Run 1, placement view:
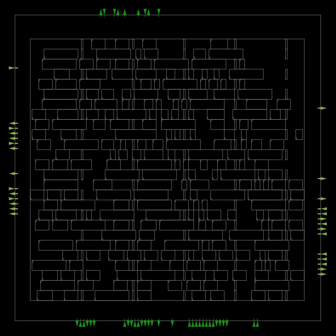
Run 1, signal wires on met1:
Bar = 20 um.
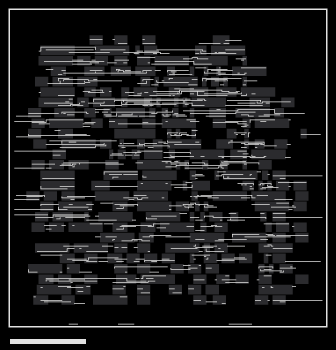
Run 1, sequential cells coloured by instance or generate block:
Bar = 20 um. Other sequential cells in the stronger grey, the rest of the logic in the fainter grey.
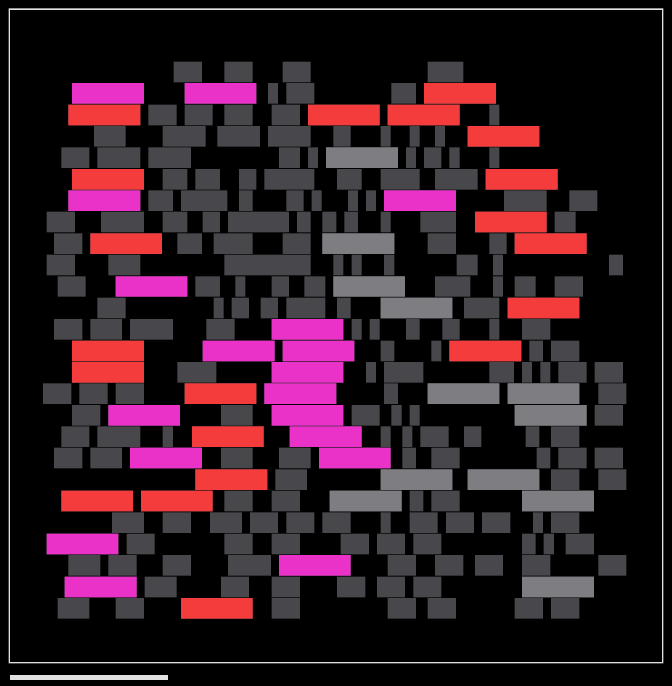
`config.mk`:
```
export PLATFORM = sky130hd
export DESIGN_NAME = dual_ram_scheduler
export DESIGN_NICKNAME = d
export VERILOG_FILES = /design/src/rtl/dual_ram_scheduler_pkg.sv /design/src/rtl/dual_ram_port_tracker.sv /design/src/rtl/dual_ram_scheduler.sv
export SDC_FILE = /design/constraint.sdc
export NUM_CORES = 1
export LEC_CHECK = 0
export CELL_PAD_IN_SITES_DETAIL_PLACEMENT = 1
export CELL_PAD_IN_SITES_GLOBAL_PLACEMENT = 1
export CORE_MARGIN = 4
export CORE_UTILIZATION = 39
export CTS_CLUSTER_DIAMETER = 150
export DETAILED_ROUTE_END_ITERATION = 8
export MAX_ROUTING_LAYER = met4
export PLACE_DENSITY_LB_ADDON = 0.12
export SLEW_MARGIN = 20
export SYNTH_ARGS = -nofsm -noshare
export SYNTH_HDL_FRONTEND = slang
export SYNTH_SLANG_ARGS = --single-unit
```
`constraint.sdc`:
```
create_clock -name clk -period 4.6 [get_ports clk]
set_input_delay 0.69 -clock clk [delete_from_list [all_inputs] [get_ports clk]]
set_output_delay 0.69 -clock clk [all_outputs]
set_load 0.02 [all_outputs]
```
`src/rtl/dual_ram_scheduler_pkg.sv`:
```
// dual_ram_scheduler_pkg: shared widths, per-port latencies and types for the dual-port RAM scheduler.
package dual_ram_scheduler_pkg;
  localparam int DATA_WIDTH = 8;
  localparam int ADDRESS_WIDTH = 3;
  typedef enum logic {PORT_A, PORT_B} port_t;
  typedef enum logic {ST_IDLE, ST_BUSY} state_t;
  localparam int READ_LATENCY [2] = '{2, 3};
  localparam int WRITE_LATENCY [2] = '{3, 4};
  localparam int MAX_LAT = READ_LATENCY[1] > WRITE_LATENCY[1] ? READ_LATENCY[1] : WRITE_LATENCY[1];
  localparam int ORD_W = $clog2(MAX_LAT + 2);
endpackage

```
`src/rtl/dual_ram_port_tracker.sv`:
```
// dual_ram_port_tracker: issue register, busy window, in-flight address and read-return
// countdown for one RAM port.
module dual_ram_port_tracker #(
  parameter int DW = dual_ram_scheduler_pkg::DATA_WIDTH,
  parameter int AW = dual_ram_scheduler_pkg::ADDRESS_WIDTH,
  parameter int RD_LAT = 2,
  parameter int WR_LAT = 3
) (
  input  logic          clk,
  input  logic          rst_n,
  input  logic          issue_i,
  input  logic          we_i,
  input  logic [AW-1:0] addr_i,
  input  logic [DW-1:0] wdata_i,
  output logic          en_o,
  output logic          we_o,
  output logic [AW-1:0] addr_o,
  output logic [DW-1:0] wdata_o,
  output logic          free_next_o,
  output logic          hazard_o,
  output logic          capture_o,
  output logic          pending_o
);
  localparam int LW = $clog2((RD_LAT > WR_LAT ? RD_LAT : WR_LAT) + 1);
  logic [LW-1:0] busy_q, busy_d, rd_q, rd_d;
  logic          en_q, we_q, cap_q, in_flight;
  logic [AW-1:0] addr_q;
  logic [DW-1:0] wdata_q;
  // busy_q counts the remaining busy cycles including the current one; a count of 1
  // means the window closes this cycle, so the port is free for the next issue.
  always_comb begin
    busy_d = issue_i ? (we_i ? LW'(WR_LAT) : LW'(RD_LAT)) : busy_q != '0 ? busy_q - 1'b1 : '0;
    rd_d = (issue_i && !we_i) ? LW'(RD_LAT) : rd_q != '0 ? rd_q - 1'b1 : '0;
    in_flight = busy_q > LW'(1);
    free_next_o = !in_flight;
    hazard_o = in_flight && addr_q == addr_i;
    pending_o = busy_q != '0 || rd_q != '0 || cap_q;
  end
  // cap_q is split from rd_q so a back-to-back read can reload the countdown in the
  // very cycle the previous read's data is being sampled.
  always_ff @(posedge clk or negedge rst_n) begin
    if (!rst_n) begin
      busy_q <= '0;
      rd_q <= '0;
      cap_q <= 1'b0;
      en_q <= 1'b0;
      we_q <= 1'b0;
      addr_q <= '0;
      wdata_q <= '0;
    end else begin
      busy_q <= busy_d;
      rd_q <= rd_d;
      cap_q <= rd_q == LW'(1);
      en_q <= issue_i;
      if (issue_i) begin
        we_q <= we_i;
        addr_q <= addr_i;
        wdata_q <= wdata_i;
      end
    end
  end
  assign en_o = en_q;
  assign we_o = we_q;
  assign addr_o = addr_q;
  assign wdata_o = wdata_q;
  assign capture_o = cap_q;
endmodule

```
`src/rtl/dual_ram_scheduler.sv`:
```
// dual_ram_scheduler: steers one valid/ready request stream onto RAM ports A/B, enforcing
// per-port latency, cross-port address hazards and in-order read responses.
module dual_ram_scheduler #(
  parameter int DATA_WIDTH = dual_ram_scheduler_pkg::DATA_WIDTH,
  parameter int ADDRESS_WIDTH = dual_ram_scheduler_pkg::ADDRESS_WIDTH,
  parameter int RD_LAT_A = dual_ram_scheduler_pkg::READ_LATENCY[0],
  parameter int RD_LAT_B = dual_ram_scheduler_pkg::READ_LATENCY[1],
  parameter int WR_LAT_A = dual_ram_scheduler_pkg::WRITE_LATENCY[0],
  parameter int WR_LAT_B = dual_ram_scheduler_pkg::WRITE_LATENCY[1]
) (
  input  logic                     clk,
  input  logic                     rst_n,
  input  logic                     req_valid,
  output logic                     req_ready,
  input  logic                     req_we,
  input  logic [ADDRESS_WIDTH-1:0] req_addr,
  input  logic [DATA_WIDTH-1:0]    req_wdata,
  output logic                     a_en,
  output logic                     a_we,
  output logic [ADDRESS_WIDTH-1:0] a_addr,
  output logic [DATA_WIDTH-1:0]    a_wdata,
  input  logic [DATA_WIDTH-1:0]    a_rdata,
  output logic                     b_en,
  output logic                     b_we,
  output logic [ADDRESS_WIDTH-1:0] b_addr,
  output logic [DATA_WIDTH-1:0]    b_wdata,
  input  logic [DATA_WIDTH-1:0]    b_rdata,
  output logic                     rsp_valid,
  output logic [DATA_WIDTH-1:0]    rsp_data,
  output logic                     idle
);
  import dual_ram_scheduler_pkg::*;
  logic                  a_free, b_free, a_haz, b_haz, a_cap, b_cap, a_pend, b_pend;
  logic                  a_ok, b_ok, acc, a_iss, b_iss;
  port_t                 sel;
  state_t                state;
  logic [ORD_W-1:0]      yr_q, yr_d;
  logic                  rsp_valid_q;
  logic [DATA_WIDTH-1:0] rsp_data_q;
  // yr_q is the distance to the youngest outstanding read's sample cycle; a new read may
  // only take a port whose return lands strictly after it.
  always_comb begin
    a_ok = a_free && (req_we || ORD_W'(RD_LAT_A + 1) > yr_q);
    b_ok = b_free && (req_we || ORD_W'(RD_LAT_B + 1) > yr_q);
    sel = a_ok ? PORT_A : PORT_B;
    req_ready = rst_n && !a_haz && !b_haz && (a_ok || b_ok);
    acc = req_valid && req_ready;
    a_iss = acc && sel == PORT_A;
    b_iss = acc && sel == PORT_B;
    yr_d = (acc && !req_we) ? (a_iss ? ORD_W'(RD_LAT_A) : ORD_W'(RD_LAT_B))
         : yr_q != '0 ? yr_q - 1'b1 : '0;
    state = (a_pend || b_pend) ? ST_BUSY : ST_IDLE;
    idle = state == ST_IDLE;
  end
  always_ff @(posedge clk or negedge rst_n) begin
    if (!rst_n) begin
      yr_q <= '0;
      rsp_valid_q <= 1'b0;
      rsp_data_q <= '0;
    end else begin
      yr_q <= yr_d;
      rsp_valid_q <= a_cap || b_cap;
      if (a_cap || b_cap) rsp_data_q <= a_cap ? a_rdata : b_rdata;
    end
  end
  assign rsp_valid = rsp_valid_q;
  assign rsp_data = rsp_data_q;
  dual_ram_port_tracker #(
    .DW(DATA_WIDTH), .AW(ADDRESS_WIDTH), .RD_LAT(RD_LAT_A), .WR_LAT(WR_LAT_A)
  ) u_trk_a (
    .clk(clk), .rst_n(rst_n), .issue_i(a_iss), .we_i(req_we), .addr_i(req_addr),
    .wdata_i(req_wdata), .en_o(a_en), .we_o(a_we), .addr_o(a_addr), .wdata_o(a_wdata),
    .free_next_o(a_free), .hazard_o(a_haz), .capture_o(a_cap), .pending_o(a_pend)
  );
  dual_ram_port_tracker #(
    .DW(DATA_WIDTH), .AW(ADDRESS_WIDTH), .RD_LAT(RD_LAT_B), .WR_LAT(WR_LAT_B)
  ) u_trk_b (
    .clk(clk), .rst_n(rst_n), .issue_i(b_iss), .we_i(req_we), .addr_i(req_addr),
    .wdata_i(req_wdata), .en_o(b_en), .we_o(b_we), .addr_o(b_addr), .wdata_o(b_wdata),
    .free_next_o(b_free), .hazard_o(b_haz), .capture_o(b_cap), .pending_o(b_pend)
  );
endmodule
```
==> results.txt, run 1 <==
Physical design

The flow ran to the end, and the final reports show no timing, DRC or antenna violations. Clock tree synthesis inserted a total of 5 buffers. Summing over the stages, the warning tally comes to 30. The total placed cells including tap cells stands at 300. The final total negative setup slack stands at 0 ns. The combinational share of cell area stands at 28.2%.

Entering global routing, the biggest net connects 51 pins. The largest fanout on the critical path stands at 13. Clock tree synthesis selected as its root buffer the cell clkbuf_8. The final max-slew violation count recorded for this run is 0. The most common logic cells in the final layout are clkdlybuf4s50_1, dfrtp_1, nand2_1. The routed wire length stands at 5.35 mm.

Per the OpenROAD power report, switching power amounts to 0.570 mW. The critical path's slowest stage uses the library cell clkdlybuf4s50_1. The placed standard-cell area stands at 2900 um2. By area, the class that comes first in the final layout consists of sequential cells.

The buffer and inverter count on the worst path stands at 2. For flop-to-flop paths, the worst setup slack is 2.31 ns. The vertical die dimension reported for this design is 82.7 um. The area of the core stands at 5240 um2.

The final-layout clock buffer total stands at 7. The routed length on met2 stands at 3.05 mm. The boundary pin count stands at 68.

The later-pin clock latency in the skew report stands at 0.30 ns. Routed signal wires occupy layers up through met4. The global routing met2 resource utilization stands at 34.2%.

The post-route minimum period stands at 3.37 ns. The total routing resource utilization after global routing stands at 17.9%. The number of nets in the finished design stands at 272. In this run the most used layer during global routing was met2. The worst reg2reg path depth stands at 5. The layout report lists the combined flip-flop and latch area as 1250 um2. The worst endpoint data arrival time stands at 2.68 ns. The count of fill cells added during filler insertion stands at 548. Among all flip-flop cells after synthesis, the most frequent one is dfrtp_1. The number of maximum-capacitance violations stands at 0.

The most common logic cell in the final layout is clkdlybuf4s50_1. In this run the most critical hold path is launched from u_trk_b.rd_q[1]. The final antenna diode tally reported by the flow is 0.
## Picture notes: 'placement view'
number of sequential cells: 50
flip-flop and latch share of the layout cell area: 41.6%
number of rows in the core area: 26

## Picture notes: 'signal wires on met1'
main direction	horizontal
share of all routed wire	38%
wire length on this layer	2,060 um
longest straight run	23.5 um

## Picture notes: 'sequential cells coloured by instance or generate block'
colour	scope	placed flops
red	`u_trk_b`	20
magenta	`u_trk_a`	18
not coloured	12

[run 1: cell families (layout without fill, tap and decap cells)]
| logic type | count (synthesis) | in the layout | share of synthesized area [%] |
|---|---|---|---|
| and+or+nand+nor | 36 | 36 | 8.98 |
| buffers and inverters | 16 | 87 | 3.45 |
| adders and majority gates | 4 | 4 | 2.30 |
| DFF | 50 | 50 | 57.6 |
| AOI/OAI and AO/OA | 22 | 22 | 6.79 |
| xor gates and xnor gates | 6 | 6 | 2.42 |
| muxes | 33 | 33 | 18.5 |
[run 1: power groups by stage]
stage	clock [mW]	combinational, mW	sequential (mW)
CTS	0.313	0.703	0.681
global placement	0	0.679	0.675
finish	0.303	0.690	0.678
detailed placement	0	0.700	0.687
global route	0.333	0.739	0.698
floorplan	0	0.230	0.800
## Run 2: what changed since run 1
Settings changed: CORE_UTILIZATION 39 to 36.
Clock period 4.6 ns to 3.39 ns, I/O delays scaled along.
==> results.txt, run 2 <==
Physical design

The later-pin clock latency in the skew report came to 0.30 ns (about the same). Grouping non-sequential cells by family puts the most area in multiplexers. The number of nets in the finished design was 273 (+0.37%). The library cells used most frequently in the layout, excluding fill and tap cells, are clkdlybuf4s50_1, dfrtp_1, nand2_1. The number of logged tool warnings is 30 (unchanged). The register area stands at 1250 um2 (unchanged). The biggest slice of the area belongs to sequential cells. The run finished with clean final reports. The sequential cell power is 0.915 mW (+35%). The worst endpoint data arrival time is 2.49 ns (-0.19 ns).

On the critical path, the stage with the largest delay is an instance of clkdlybuf4s50_1. The maximum number of pins on one net before global-route repair stands at 51 (unchanged). For the finished layout, the period the worst path requires is 2.99 ns. The complex-gate fraction of the synthesized area was 6.79% (unchanged). The number of flip-flops and latches came to 50 (unchanged). The flop share of the area is 41.0% (-0.61 points). The y dimension of the die stands at 85.7 um (+3.7%). The commonest register cell is dfrtp_1. The number of buffers inserted during clock tree synthesis stands at 5 (unchanged).

The library cell used most frequently in the layout, excluding fill and tap cells, is clkdlybuf4s50_1. The setup slack of the most critical reg-to-reg path came to 1.03 ns (-1.28 ns). The placed standard-cell area stands at 2910 um2 (+0.47%).
==> run 2: cell counts after synthesis <==
Identical to the previous run, type by type.
==> run 2: worst max-delay path by stage <==
stage / startpoint / endpoint / slack [ns] / depth (start not counted)
2_1_floorplan: u_trk_b.capture_o / idle / 1.34 / 3
3_3_place_gp: req_we / req_ready / 0.44 / 4
3_5_place_dp: req_we / req_ready / 0.38 / 4
4_1_cts: req_we / req_ready / 0.40 / 4
5_1_grt: req_we / req_ready / 0.28 / 4
6_report: req_we / req_ready / 0.40 / 4
==> run 2: per-layer routing <==
| metal | routed length (um) | vias to the layer above |
|---|---|---|
| li1 | - | 713 |
| met1 | 2160 | 776 |
| met2 | 2790 | 37 |
| met3 | 222 | 2 |
| met4 | 30 | 0 |
| met5 | 0 | - |
Run 2, sequential cells coloured by instance or generate block:
Bar = 20 um. Other sequential cells in the stronger grey, the rest of the logic in the fainter grey.
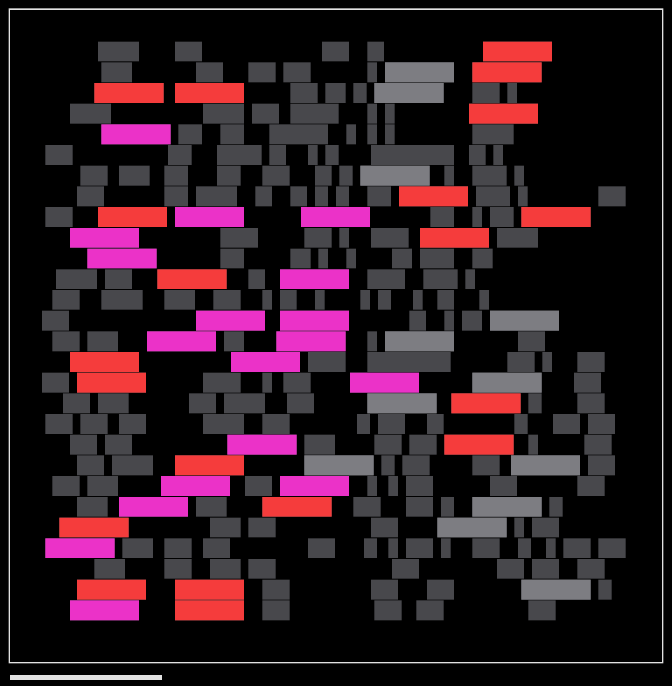
colour	scope	placed flops
magenta	`u_trk_a`	18
red	`u_trk_b`	20

## Run 3: what changed since run 2
==> constraint.sdc (replaced) <==
create_clock -name clk -period 2.8 [get_ports clk]
set_input_delay 0.56 -clock clk [delete_from_list [all_inputs] [get_ports clk]]
set_output_delay 0.56 -clock clk [all_outputs]
set_load 0.005 [all_outputs]
==> results.txt, run 3 <==
Physical design

The flow ran to the end, and the final reports show no timing, DRC or antenna violations. The biggest slice of the area belongs to sequential cells. The aggregate global routing overflow stands at 0. The capture point of the worst register-to-register path is recorded as u_trk_b.wdata_o[6]. The congestion estimate from routability-driven global placement came to 0.749. The number of nets in the finished design stands at 280 (+2.6%). Summing all multiplexer cells gives an area fraction of 18.5%. The setup slack of the most critical reg-to-reg path came to 0.73 ns (-0.30 ns). The post-route minimum period stands at 2.63 ns. The maximum number of pins on one net before global-route repair is 51 (unchanged). The top cell type in the final layout, fill and taps aside, is clkdlybuf4s50_1. Of the combinational cells, the family taking the most area is multiplexers. The capture point of the critical path was reported as req_ready. The later-pin clock latency in the skew report stands at 0.30 ns (about the same). The complex-gate fraction of the synthesized area stands at 6.79% (unchanged).

The number of logged tool warnings stands at 30 (unchanged). According to the floorplan report, the placeable core area is 5890 um2. The total routing resource utilization after global routing stands at 16.5%. Among all cell types in the netlist, the one instantiated most often is dfrtp_1. Per the cell usage report, the commonest logic cells after layout are clkdlybuf4s50_1, dfrtp_1, nand2_1.

The y dimension of the die is 85.7 um (unchanged). The synthesis report names the predominant flop master as dfrtp_1. The post-route DRC violation count stands at 0. The final-layout clock buffer total stands at 6.

The routed length on met2 stands at 2.91 mm (+4.4%). The top cell type's share of synthesized area stands at 57.6%. The wire length on met1 stands at 2.15 mm (-0.51%). The length of routed met3 wiring stands at 283 um (+27%). The number of flip-flops and latches is 50 (unchanged). The register area came to 1250 um2 (unchanged). The worst endpoint data arrival time stands at 2.07 ns (-0.42 ns). The launch point of the critical path was reported as req_addr[1].

The count of fill cells added during filler insertion stands at 627. The placed standard-cell area stands at 2970 um2 (+2.0%). STA classifies the critical path startpoint as a primary input. The global routing met2 resource utilization stands at 29.6%. The number of buffers inserted during clock tree synthesis is 5 (unchanged).
## run 3: cell counts after synthesis
Identical to the previous run, type by type.
## run 3: metrics by stage
stage	hold WS (ns)	utilization (%)	setup WS, ns
finish	0.440	53.0	0.169
global route	0.493	53.0	0.0219
CTS	0.463	53.0	0.151
detailed placement	0.465	50.5	-0.0385
global placement	0.449	50.5	0.00840
floorplan	0.264	-	0.803
## run 3: critical path: stages
cell,delay (ns)
dlygate4sd2_1,0.29
xor2_1,0.21
o41ai_2,0.09
buf_4,0.15
nor4_4,0.22
clkdlybuf4s50_1,0.54
## run 3: power groups by stage
stage	combinational, mW	clock (mW)	sequential (mW)
floorplan	0.369	0	1.09
global placement	0.897	0	1.11
detailed placement	0.931	0	1.13
CTS	0.939	0.632	1.12
global route	0.996	0.665	1.15
finish	0.917	0.615	1.11
Run 3, placement view:
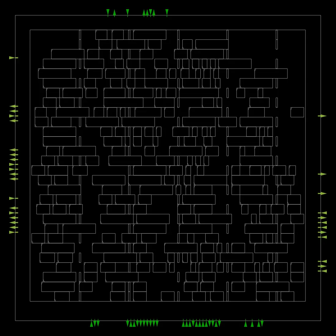
flip-flop and latch share of the layout cell area: 40.1%
number of rows in the core area: 28
number of standard cells in the layout, taps in and fillers out: 321
final core utilization: 53.0%


## Gallery

Signal wires on met2.
image #1
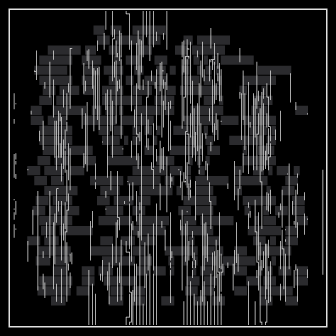
image #2
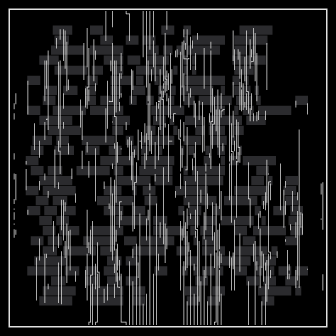
image #3
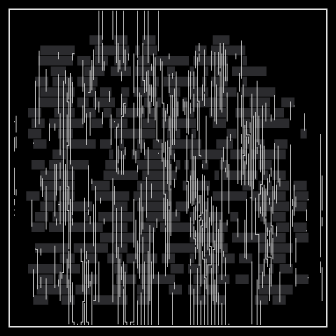
Run 2 is image #2.
Run 1 is image #3.
Run 3 is image #1.

Key to image #2:
nets with wire on the layer	255
share of all routed wire	54%
wire length on this layer	2,790 um
main direction	vertical

No activity file was given, so power comes from the tool's default toggle rates.
